**config.mk**
```make
export PLATFORM = sky130hd
export DESIGN_NAME = bkm_shift_add_iter_flat
export DESIGN_NICKNAME = d
export VERILOG_FILES = /design/src/rtl/bkm_pkg.sv /design/src/rtl/bkm_shift_add_iter_if.sv /design/src/rtl/add_subb.sv /design/src/rtl/bkm_shift_add_iter.sv /design/src/flat_wrapper.sv
export SDC_FILE = /design/constraint.sdc
export NUM_CORES = 1
export LEC_CHECK = 0
export ABC_AREA = 1
export CAP_MARGIN = 10
export CELL_PAD_IN_SITES_DETAIL_PLACEMENT = 0
export CELL_PAD_IN_SITES_GLOBAL_PLACEMENT = 1
export CORE_MARGIN = 5
export CORE_UTILIZATION = 34
export CTS_CLUSTER_DIAMETER = 80
export DETAILED_ROUTE_END_ITERATION = 7
export GPL_ROUTABILITY_DRIVEN = 0
export PLACE_DENSITY_LB_ADDON = 0.1
export REMOVE_ABC_BUFFERS = 1
export SLEW_MARGIN = 20
export SYNTH_ARGS = -nofsm -noshare
export SYNTH_HDL_FRONTEND = slang
export SYNTH_SLANG_ARGS = --single-unit
```
**constraint.sdc**
```tcl
create_clock -name clk -period 2.9 [get_ports clk]
set_input_delay 0.58 -clock clk [delete_from_list [all_inputs] [get_ports clk]]
set_output_delay 0.58 -clock clk [all_outputs]
set_load 0.05 [all_outputs]
```
**src/rtl/bkm_pkg.sv**
```systemverilog
// Shared constants for the BKM shift-and-add engine: digit codes and FSM state encoding.
package bkm_pkg;

    localparam logic [1:0] DIG_ZERO = 2'b00;
    localparam logic [1:0] DIG_POS  = 2'b01;
    localparam logic [1:0] DIG_NEG  = 2'b11;
    localparam logic [1:0] DIG_RSV  = 2'b10;

    typedef enum logic [1:0] {
        ST_IDLE = 2'd0,
        ST_RUN  = 2'd1,
        ST_DONE = 2'd2
    } state_e;

    // The reserved code is deliberately folded into "zero" so a stray code never moves x.
    function automatic logic dig_is_nonzero(input logic [1:0] d);
        logic nz;
        case (d)
            DIG_POS, DIG_NEG:  nz = 1'b1;
            DIG_ZERO, DIG_RSV: nz = 1'b0;
            default:           nz = 1'b0;
        endcase
        return nz;
    endfunction

endpackage

```
**src/rtl/bkm_shift_add_iter_if.sv**
```systemverilog
// Digit/operand bus between the upstream digit selector (master) and the shift-add engine (slave).
interface bkm_shift_add_iter_if #(
    parameter int W = 16
);
    logic                ena;
    logic                start;
    logic signed [W-1:0] x0;
    logic                dig_valid;
    logic [1:0]          dig_d;
    logic                dig_ready;
    logic                busy;
    logic                done;
    logic signed [W-1:0] x;
    logic                ovf;

    modport master (
        output ena, start, x0, dig_valid, dig_d,
        input  dig_ready, busy, done, x, ovf
    );

    modport slave (
        input  ena, start, x0, dig_valid, dig_d,
        output dig_ready, busy, done, x, ovf
    );
endinterface

```
**src/rtl/add_subb.sv**
```systemverilog
// Signed adder with independent negation of either operand: s = (+/-a) + (+/-b), wrapping modulo 2^W.
module add_subb #(
    parameter int W = 16
) (
    input  logic signed [W-1:0] a,
    input  logic signed [W-1:0] b,
    input  logic                subb_a,
    input  logic                subb_b,
    output logic signed [W-1:0] s
);
    logic [W-1:0] a_op;
    logic [W-1:0] b_op;
    logic [W-1:0] cin_a;
    logic [W-1:0] cin_b;

    // Two's-complement negation as invert plus carry-in.
    always_comb begin
        a_op  = a ^ {W{subb_a}};
        b_op  = b ^ {W{subb_b}};
        cin_a = {{(W-1){1'b0}}, subb_a};
        cin_b = {{(W-1){1'b0}}, subb_b};
        s     = a_op + b_op + cin_a + cin_b;
    end
endmodule

```
**src/rtl/bkm_shift_add_iter.sv**
```systemverilog
// Iterative BKM step engine: x <= x + d_n * (x >>> n), one signed digit per handshake.
// Optional macro BKM_SHIFT_ADD_SAT_EN saturates overflowing steps instead of wrapping.
module bkm_shift_add_iter
    import bkm_pkg::*;
#(
    parameter int W      = 16,
    parameter int N_ITER = 16
) (
    input  logic                clk,
    input  logic                rst_n,
    bkm_shift_add_iter_if.slave bus
);
    localparam int             NW     = (N_ITER > 1) ? $clog2(N_ITER) : 1;
    localparam logic [NW-1:0]  N_LAST = NW'(N_ITER - 1);
`ifdef BKM_SHIFT_ADD_SAT_EN
    localparam logic [W-1:0]   X_MAX  = {1'b0, {(W-1){1'b1}}};
    localparam logic [W-1:0]   X_MIN  = {1'b1, {(W-1){1'b0}}};
`endif

    state_e              state_q, state_d;
    logic [NW-1:0]       n_q, n_d;
    logic signed [W-1:0] x_q, x_d;
    logic                ovf_q, ovf_d;

    logic signed [W-1:0] shifted;
    logic signed [W-1:0] sum;
    logic signed [W-1:0] step_val;
    logic                subb;
    logic                b_eff_sign;
    logic                step_ovf;

    add_subb #(.W(W)) u_add_subb (
        .a      (x_q),
        .b      (shifted),
        .subb_a (1'b0),
        .subb_b (subb),
        .s      (sum)
    );

    // The effective b sign is the bit actually fed into the adder, so subtraction overflow is exact.
    always_comb begin
        shifted    = x_q >>> n_q;
        subb       = (bus.dig_d == DIG_NEG);
        b_eff_sign = shifted[W-1] ^ subb;
        step_ovf   = (x_q[W-1] == b_eff_sign) && (sum[W-1] != x_q[W-1]);
`ifdef BKM_SHIFT_ADD_SAT_EN
        if (step_ovf) begin
            step_val = x_q[W-1] ? X_MIN : X_MAX;
        end else begin
            step_val = sum;
        end
`else
        step_val = sum;
`endif
    end

    always_comb begin
        state_d = state_q;
        n_d     = n_q;
        x_d     = x_q;
        ovf_d   = ovf_q;
        if (bus.ena) begin
            case (state_q)
                ST_IDLE: begin
                    if (bus.start) begin
                        x_d     = bus.x0;
                        n_d     = '0;
                        ovf_d   = 1'b0;
                        state_d = ST_RUN;
                    end
                end
                ST_RUN: begin
                    if (bus.dig_valid) begin
                        if (dig_is_nonzero(bus.dig_d)) begin
                            x_d   = step_val;
                            ovf_d = ovf_q | step_ovf;
                        end
                        n_d = n_q + NW'(1);
                        if (n_q == N_LAST) begin
                            state_d = ST_DONE;
                        end
                    end
                end
                ST_DONE: state_d = ST_IDLE;
                default: state_d = ST_IDLE;
            endcase
        end
    end

    always_ff @(posedge clk or negedge rst_n) begin
        if (!rst_n) begin
            state_q <= ST_IDLE;
            n_q     <= '0;
            x_q     <= '0;
            ovf_q   <= 1'b0;
        end else begin
            state_q <= state_d;
            n_q     <= n_d;
            x_q     <= x_d;
            ovf_q   <= ovf_d;
        end
    end

    // Status outputs decode the registered state; ena gates the handshake and the done pulse.
    always_comb begin
        bus.dig_ready = (state_q == ST_RUN) && bus.ena;
        bus.busy      = (state_q != ST_IDLE);
        bus.done      = (state_q == ST_DONE) && bus.ena;
        bus.x         = x_q;
        bus.ovf       = ovf_q;
    end
endmodule

```
**src/flat_wrapper.sv**
```systemverilog
// flat-port wrapper written by rule: the top's interface ports become plain ports
module bkm_shift_add_iter_flat import bkm_pkg::*;
#(
    parameter int W      = 16,
    parameter int N_ITER = 16
)
  (clk, rst_n, bus_ena, bus_start, bus_x0, bus_dig_valid, bus_dig_d, bus_dig_ready, bus_busy, bus_done, bus_x, bus_ovf);
  bkm_shift_add_iter_if #(.W(W)) bus_i ();
  input  logic clk;
  input  logic rst_n;
  input wire logic [$bits(bus_i.ena)-1:0] bus_ena;
  input wire logic [$bits(bus_i.start)-1:0] bus_start;
  input wire logic [$bits(bus_i.x0)-1:0] bus_x0;
  input wire logic [$bits(bus_i.dig_valid)-1:0] bus_dig_valid;
  input wire logic [$bits(bus_i.dig_d)-1:0] bus_dig_d;
  output wire logic [$bits(bus_i.dig_ready)-1:0] bus_dig_ready;
  output wire logic [$bits(bus_i.busy)-1:0] bus_busy;
  output wire logic [$bits(bus_i.done)-1:0] bus_done;
  output wire logic [$bits(bus_i.x)-1:0] bus_x;
  output wire logic [$bits(bus_i.ovf)-1:0] bus_ovf;
  assign bus_i.ena = bus_ena;
  assign bus_i.start = bus_start;
  assign bus_i.x0 = bus_x0;
  assign bus_i.dig_valid = bus_dig_valid;
  assign bus_i.dig_d = bus_dig_d;
  assign bus_dig_ready = bus_i.dig_ready;
  assign bus_busy = bus_i.busy;
  assign bus_done = bus_i.done;
  assign bus_x = bus_i.x;
  assign bus_ovf = bus_i.ovf;
  bkm_shift_add_iter #(.W(W), .N_ITER(N_ITER)) u_core (.clk(clk), .rst_n(rst_n), .bus(bus_i));
endmodule
```
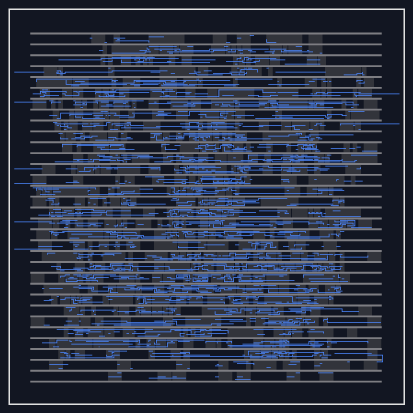
**Above:** run 1 (M1 wires).
Drawn at 4 px/um. Supply wires on this layer in gray.
- longest straight run: 46.5 um
- nets with wire on the layer: 539
- wire length on this layer: 4460 um
- main direction: horizontal
- share of all routed wire: 45%

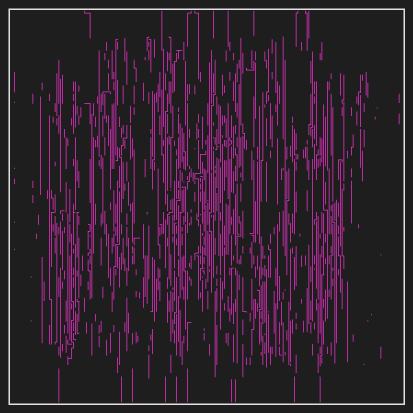
**Above:** run 1 (the metal 2 layer).
Drawn at 4 px/um.
- longest straight run: 49.0 um
- main direction: vertical
- share of all routed wire: 50%

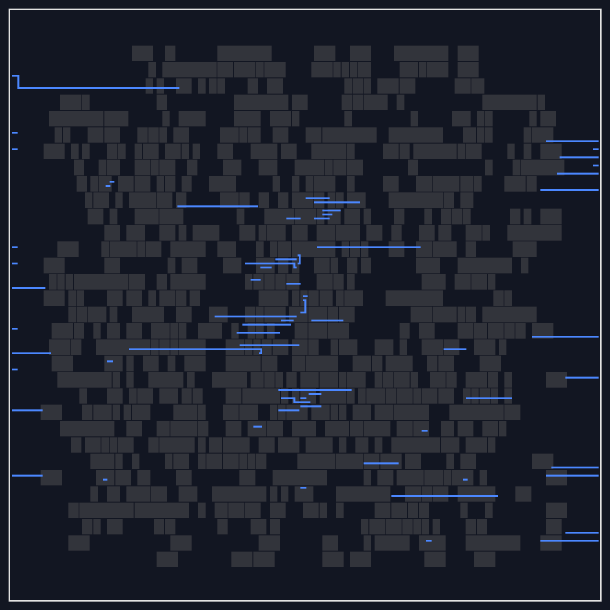
**Above:** run 1 (the metal 3 layer).
Drawn at 6 px/um.
- nets with wire on the layer: 53
- wire length on this layer: 338 um
- share of all routed wire: 3.4%
- longest straight run: 26.7 um

[run 1: timing repair]
item / 4_1_cts / 5_1_grt
hold buffers: 0 / 0
resized: 70 / 59
setup buffers: 12 / 6
cloned: 1 / 0
endpoints found under the setup margin: 12 / 13
pin swaps: 31 / 52
[run 1: synth_stat cells (2+ instances only)]
cell type / count
o21ai_0: 49
o21ai_1: 5
clkbuf_1: 9
o31ai_1: 2
nand3_1: 41
o21a_1: 2
o211ai_1: 2
nor2_2: 2
o22ai_1: 3
nand3_2: 5
a211oi_1: 2
nor2_1: 40
xor2_1: 19
a31oi_1: 2
nand2_1: 110
inv_1: 30
nand2_2: 7
nand2_4: 3
dfrtp_1: 23
inv_2: 4
ha_1: 15
buf_2: 5
buf_6: 2
a21oi_1: 24
nor3_1: 3
[run 1: final cells by class]
cell class,instances,area share (%)
multi-input combinational,347,50.54
clock buffer,3,0.9301
inverter,35,3.129
timing repair buffer,152,29.42
sequential,23,12.99
clock inverter,1,0.1127
tap,102,2.875
[run 1: worst paths after layout]
kind,from,endpoint,slack [ps],depth (start not counted)
max in group asynchronous,rst_n,u_core.n_q[0]$_DFFE_PN0P_,1960,2
min in group asynchronous,rst_n,u_core.bus.x[2]$_DFFE_PN0P_,670,2
worst min register to register,u_core.bus.ovf$_DFFE_PN0P_,u_core.bus.ovf$_DFFE_PN0P_,530,2
worst max register to register,u_core.n_q[0]$_DFFE_PN0P_,u_core.bus.x[10]$_DFFE_PN0P_,-160,26
worst max-delay path,u_core.n_q[0]$_DFFE_PN0P_,u_core.bus.x[10]$_DFFE_PN0P_,-160,26
worst min-delay path,u_core.bus.ovf$_DFFE_PN0P_,u_core.bus.ovf$_DFFE_PN0P_,530,2
[run 1: flip-flops by register name, indices dropped and copies added, names as in the netlist]
signal          count
u_core.state_q      2
u_core.bus.ovf      1
u_core.bus.x       16
u_core.n_q          4
[run 1: critical path, cell delays in order, from the launching register on]
cell	delay [ps]
dfrtp_2	430
buf_6	130
inv_8	40
buf_12	120
buf_8	120
nand2_4	70
nand3_4	80
nand3_2	90
nand3_2	70
nand2_2	110
nand2_2	60
o21a_1	140
fa_2	410
nand3_2	70
nand2_2	70
nand2_2	90
nand2_2	70
a21oi_4	150
o21ai_2	70
nand2_1	80
nand2_1	60
nand2_1	70
nand2_2	60
a21oi_2	120
o21ai_1	70
nand2_1	50
nand2_1	50
[run 1: layer usage]
metal  vias up  wire [um]  global-route usage (%)
met3        17        338                   1.857
met5         -          0                       0
met2        92       5013                   34.48
met1      1592       4457                   26.50
met4         0        208                   3.571
li1       1679          -                       -
[run 1: logic make-up (layout without fill, tap and decap cells)]
logic type | Yosys count | after routing | share of synthesized area (%)
AND-OR/OR-AND | 96 | 96 | 19.71
buffers and inverters | 52 | 191 | 8.250
adder cells (fa/ha/maj) | 16 | 16 | 7.827
flip-flops | 23 | 23 | 21.69
AND/OR/NAND/NOR | 215 | 215 | 35.93
XOR/XNOR | 20 | 20 | 6.601
==> results.yml, run 1 <==
# flow metrics
route:
  drtIter0Drc: 248
  antenna_left: 0
  dr.pass1.iters: 5
finish:
  design_area_um2: 4439
  lay_top_count: "buf_4"
  nets: 601
  logic_area_um2: 2243
  diodes: 0
timing:
  fin_crit_ps: 3059
  slew_violations: 0
  tightest_slew_ps: 692.6
  rsz0062_at_grt: "true"
  worst_slack_ps: -159.2
  finalHoldWorstSlack_ps: 530.7
  finalSetupViolCount: 13
clock_network:
  cts_htree_levels: 1
  clock_path_buffers: 2
  path_clk_slew_ps: 110
logic_synthesis:
  avgSynthCellArea_um2: 6.289
  synth_area_leader_cell: "dfrtp_1"
  synth_cell_types: 38
  synthArstFlopShare_pct: 100.0
  edf_count: 0
  syn-cell-area_um2: 2654
  synthFlopType: "dfrtp_1"
  yosys_warnings: 0
  ys_ff: 23
  seq_area_frac_synth_pct: 21.69
global_routing:
  grt-ovfl-total: 0
  antenna_found_initial: 0
placement:
  dp_worst_setup_slack_ps: -340.0
  dp.cells: 640
  dpl.hpwl_um: 7169
die:
  die_area_um2: 9672
  die_h_um: 98.35
  rows: 32
  core_area_um2: 7647
  io_pins: 43
critical_path:
  worst_ep_required_time_ps: 3090
outcome:
  failed_checks: "setup timing"
  status: "finished, violations left"
==> run 2, diff against run 1 <==
--- a/config.mk
+++ b/config.mk
@@ -10,11 +10,11 @@
 export CELL_PAD_IN_SITES_DETAIL_PLACEMENT = 0
 export CELL_PAD_IN_SITES_GLOBAL_PLACEMENT = 1
 export CORE_MARGIN = 5
-export CORE_UTILIZATION = 34
+export CORE_UTILIZATION = 25
 export CTS_CLUSTER_DIAMETER = 80
 export DETAILED_ROUTE_END_ITERATION = 7
 export GPL_ROUTABILITY_DRIVEN = 0
-export PLACE_DENSITY_LB_ADDON = 0.1
+export PLACE_DENSITY = 0.63
 export REMOVE_ABC_BUFFERS = 1
 export SLEW_MARGIN = 20
 export SYNTH_ARGS = -nofsm -noshare
==> run 2 against run 1 <==
The run still ends with setup timing left. Die area up 32%. Global-route usage is 4.1 points lower. Synthesized cell count stayed put. Sequential share of layout area grew 0.13 points. Final area decreased by 0.96%. Flip-flop count stayed put. Register-to-register slack lost 20 ps. Via count shrank 2.2%. Hold slack better by 2.2 ps.
==> results.yml, run 2 <==
# flow metrics
logic_synthesis:
  aoi_share_pct: 19.71
  edf_count: 0
  synthSimpleGateAreaFrac_pct: 35.93
  yosys.area_share.adder_pct: 7.826
  seq_area_frac_synth_pct: 21.69
  ys_sh_xor_pct: 6.601
  synth_area_leader_cell: "dfrtp_1"
timing:
  rsz0062_at_grt: "true"
  finalSetupViolCount: 12
  slew_violations: 0
  worst_slack_ps: -183.0
outcome:
  failed_checks: "setup timing"
  status: "finished, violations left"
placement:
  dpl.hpwl_um: 7677
critical_path:
  r2r_cells: 22
  rrSetupSlack_ps: -180
  timing.rr.end: "u_core.bus.x[10]$_DFFE_PN0P_"
clock_network:
  clock_path_buffers: 2
die:
  core_area_um2: 10320
  io_pins: 43
  die_area_um2: 12780
  rows: 37
  die_h_um: 113.0
finish:
  lay_top_count: "buf_4"
  nets: 611
  reg_top3: "u_core.bus.x (16), u_core.n_q (4), u_core.state_q (2)"
min_path:
  min_from: "u_core.bus.ovf$_DFFE_PN0P_"
global_routing:
  grt-ovfl-total: 0
route:
  antenna_left: 0
  drtIter0Drc: 116
## run 2: worst max-delay path by stage
stage | start | end | slack [ps] | depth (start not counted)
after CTS | u_core.n_q[0]$_DFFE_PN0P_ | u_core.bus.x[10]$_DFFE_PN0P_ | -110 | 22
after detailed placement | bus_dig_d[0] | u_core.bus.x[15]$_DFFE_PN0P_ | -380 | 17
final | u_core.n_q[0]$_DFFE_PN0P_ | u_core.bus.x[10]$_DFFE_PN0P_ | -180 | 22
after floorplan | u_core.bus.x[14]$_DFFE_PN0P_ | u_core.bus.x[10]$_DFFE_PN0P_ | -250 | 24
after global routing | u_core.n_q[0]$_DFFE_PN0P_ | u_core.bus.x[10]$_DFFE_PN0P_ | -370 | 23
after global placement | bus_dig_d[0] | u_core.bus.x[15]$_DFFE_PN0P_ | -430 | 17
## run 2: routing by layer
layer,vias to the layer above,track usage (%),routed length (um)
met5,-,0,0
li1,1709,-,-
met3,9,1.444,294
met4,0,3.846,114
met2,54,26.34,5046
met1,1533,21.49,4733
## run 2: layout make-up
class	instances	area, um2
fill	1117	5927
multi-input combinational	347	2110
timing repair buffer	161	1353
sequential	23	576.8
tap	136	170.2
inverter	35	133.9
clock buffer	3	41.29
timing repair inverter	1	7.507
clock inverter	1	5.005
## run 2: what timing repair did
action	CTS	global route
buffers inserted	9	6
setup endpoints to repair	12	13
pin swaps	14	19
resized	62	35
hold buffers	0	0
gates cloned	1	0
## run 2: logic make-up (layout without fill, tap and decap cells)
group / Yosys count / after routing
AOI/OAI and AO/OA: 96 / 96
adders and majority gates: 16 / 16
DFF: 23 / 23
buffers and inverters: 52 / 201
xor gates and xnor gates: 20 / 20
and+or+nand+nor: 215 / 215
## run 2: critical path, cell delays in order (launching register included)
cell and delay [ps]:
dfrtp_2 510, buf_6 170, o21ai_2 140, nor2_1 70, a31oi_2 180, buf_4 150
buf_6 80, nand2_2 40, o21ai_1 90, a21oi_1 100, xor2_1 170, ha_1 330
buf_4 160, a21oi_4 150, o21ai_2 80, nand2_2 90, nand2_1 50, nand2_1 50
nand2_1 60, a21oi_1 110, o21ai_1 70, nand2_1 60, nand2_1 50
## run 2: stage by stage
step	setup WS, ps	hold WS, ps	std cells	util, %
2_1_floorplan	-251.5	284.4	405	-
3_3_place_gp	-427.0	518.4	688	38.43
3_5_place_dp	-382.2	517.8	688	38.43
4_1_cts	-112.2	535.6	701	40.67
5_1_grt	-371.6	561.2	707	42.59
6_report	-183.0	533.0	707	42.59
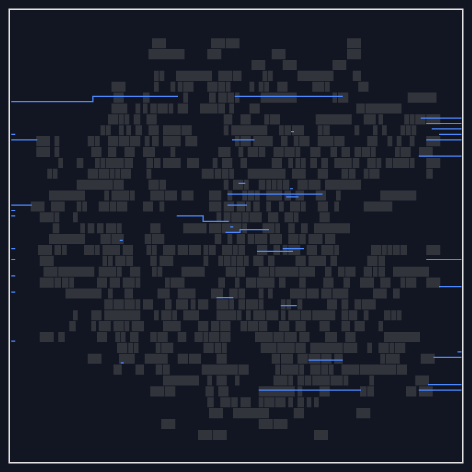
**Above:** run 2 (the metal 3 layer).
Drawn at 4 px/um.
- main direction: horizontal
- longest straight run: 26.7 um
- nets with wire on the layer: 36

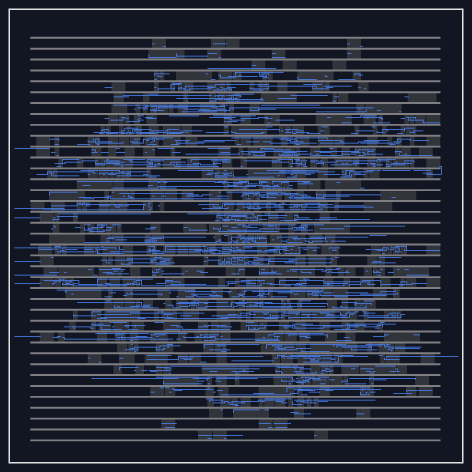
**Above:** run 2 (M1 wires).
Drawn at 4 px/um. Supply wires on this layer in gray.
- main direction: horizontal
- wire length on this layer: 4730 um
- nets with wire on the layer: 562
- share of all routed wire: 46%

==> run 3, diff against run 2 <==
--- a/config.mk
+++ b/config.mk
@@ -20,3 +20,4 @@
 export SYNTH_ARGS = -nofsm -noshare
 export SYNTH_HDL_FRONTEND = slang
 export SYNTH_SLANG_ARGS = --single-unit
+export TNS_END_PERCENT = 30
==> run 3 against run 2 <==
The run still ends with setup timing left. Global-route usage shrank 0.078 points. Synthesized cell count unchanged. Wire length is 1.4% lower. Die area is the same. Sequential share of layout area up 0.17 points. Core utilization decreased by 0.53 points. Final cell count decreased by 0.42%. Largest cell class unchanged. Area after synthesis unchanged. Flip-flop count stayed put.
==> results.yml, run 3 <==
# flow metrics
placement:
  dp.cells: 688
  portBuffers: 42
logic_synthesis:
  ys_sh_xor_pct: 6.601
  yosys_cells: 422
  edf_count: 0
  seq_area_frac_synth_pct: 21.69
  yosys_area_um2: 2654
  synthSimpleGateAreaFrac_pct: 35.93
  aoi_share_pct: 19.71
  synth_area_leader_cell: "dfrtp_1"
die:
  rows: 37
  die_h_um: 113.0
  die_area_um2: 12780
  core_area_um2: 10320
  io_pins: 43
clock_network:
  clock_path_buffers: 2
  cts_made_buffers: 3
  ctsHoldBuffers: 0
timing:
  finalHoldWorstSlack_ps: 533.8
  slew_violations: 0
  rsz0062_at_grt: "true"
  fin_crit_ps: 3045
  finalSetupViolCount: 12
  worst_slack_ps: -144.6
finish:
  logic_area_um2: 2081
  lay_top_count: "buf_4"
  n_fill_cell: 1108
  layoutNonFillerInstCount: 704
  seq_area_um2: 576.8
  nets: 608
  reg_top3: "u_core.bus.x (16), u_core.n_q (4), u_core.state_q (2)"
critical_path:
  crit_family: "AND-OR/OR-AND gates"
  cp_cell_sequence: "clkinvlp_4, nand2_2, nand2_2, o21ai_2, nand2_1, o311ai_1, o21ai_1, xor2_1, ha_1, a21oi_2, nand2_2, nand2_2, nand2_2, a21oi_4, o21ai_2, nand2_2, nand2_1, nand2_1, nand2_1, a21oi_1, o21ai_1, nand2_1, nand2_1"
  crit_path_top_delay_cell: "dfrtp_2"
  path_buffers: 1
  slowest_delay_ps: 510
route:
  antenna_left: 0
  vias: 3322
  drtIter0Drc: 109
  drt_wl_total_um: 10040
outcome:
  status: "finished, violations left"
  failed_checks: "setup timing"
global_routing:
  grt_pass1_vias: 3270
  grt-ovfl-total: 0
-- run 3: cell counts after synthesis --
No cell type changed its count.
-- run 3: logic make-up after synthesis --
group,after synthesis
compound gates,96
xor+xnor,20
fa+ha+maj,16
buf+inv,52
flops,23
simple gates,215
-- run 3: path summary, 6_finish.rpt --
check / startpoint / endpoint / slack [ps] / cells past startpoint
worst max-delay path: u_core.n_q[0]$_DFFE_PN0P_ / u_core.bus.x[10]$_DFFE_PN0P_ / -140 / 23
worst min register to register: u_core.bus.ovf$_DFFE_PN0P_ / u_core.bus.ovf$_DFFE_PN0P_ / 530 / 2
min in group asynchronous: rst_n / u_core.state_q[1]$_DFFE_PN0P_ / 660 / 2
worst min-delay path: u_core.bus.ovf$_DFFE_PN0P_ / u_core.bus.ovf$_DFFE_PN0P_ / 530 / 2
worst max register to register: u_core.n_q[0]$_DFFE_PN0P_ / u_core.bus.x[10]$_DFFE_PN0P_ / -140 / 23
max in group asynchronous: rst_n / u_core.n_q[0]$_DFFE_PN0P_ / 1950 / 2
-- run 3: layout make-up --
| cell class | count | area share [%] |
|---|---|---|
| Multi-Input combinational cell | 347 | 47.93 |
| Timing Repair Buffer | 158 | 30.55 |
| Sequential cell | 23 | 13.29 |
| Tap cell | 136 | 3.919 |
| Inverter | 35 | 3.084 |
| Clock buffer | 3 | 0.9510 |
| Timing Repair inverter | 1 | 0.1729 |
| Clock inverter | 1 | 0.1153 |
-- run 3: repair_timing --
action                     4_1_cts  5_1_grt
gates cloned                     1        0
buffers inserted                 5        7
setup endpoints to repair       12       13
gates resized                   45       45
pin swaps                       12       15
-- run 3: layer usage --
layer	share of wire [%]	up-vias	global-route usage, %
met1	47	1559	21.36
li1	-	1699	-
met5	0	-	0
met4	1.4	0	3.446
met3	2.7	9	1.444
met2	49	55	26.42
-- run 3: through the flow --
stage | setup TNS (ps) | util (%) | worst slack, ps
final | -822.9 | 42.06 | -144.6
after floorplan | -754.4 | - | -251.5
after global routing | -3717 | 42.06 | -403.0
after detailed placement | -3815 | 38.43 | -382.2
after global placement | -3816 | 38.43 | -427.0
after CTS | -852.4 | 39.97 | -138.6
-- run 3: worst register-to-register path: cells and delay by family (launching register included) --
family	cells	cell delay [ps]
compound gates	8	900
fa+ha+maj	1	360
xor+xnor	1	170
buf+inv	1	190
flops	1	510
simple gates	12	820
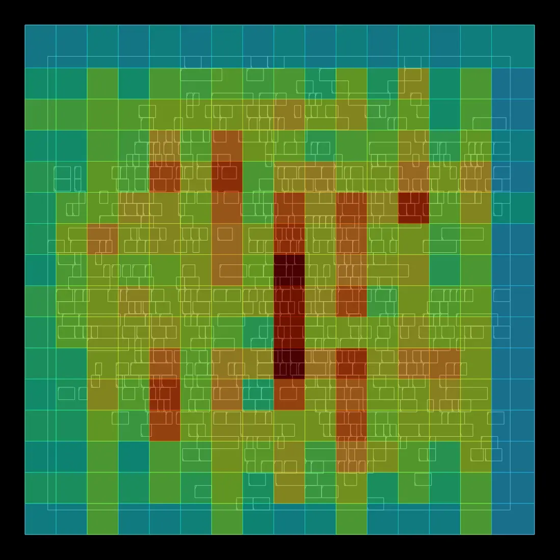
**Above:** run 3 (routing congestion).
gr usage total: 15.54%
routing usage on met3: 1.444%
layer with the highest usage: met2

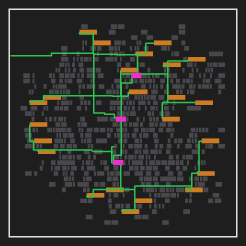
**Above:** run 3 (clock network drawn from the DEF).
Drawn at 2 px/um.
- clock drivers: magenta (count 3)
- clock wires: green (length 548 um)
- flip-flops: orange (count 23)
- flops lie: spread over the die

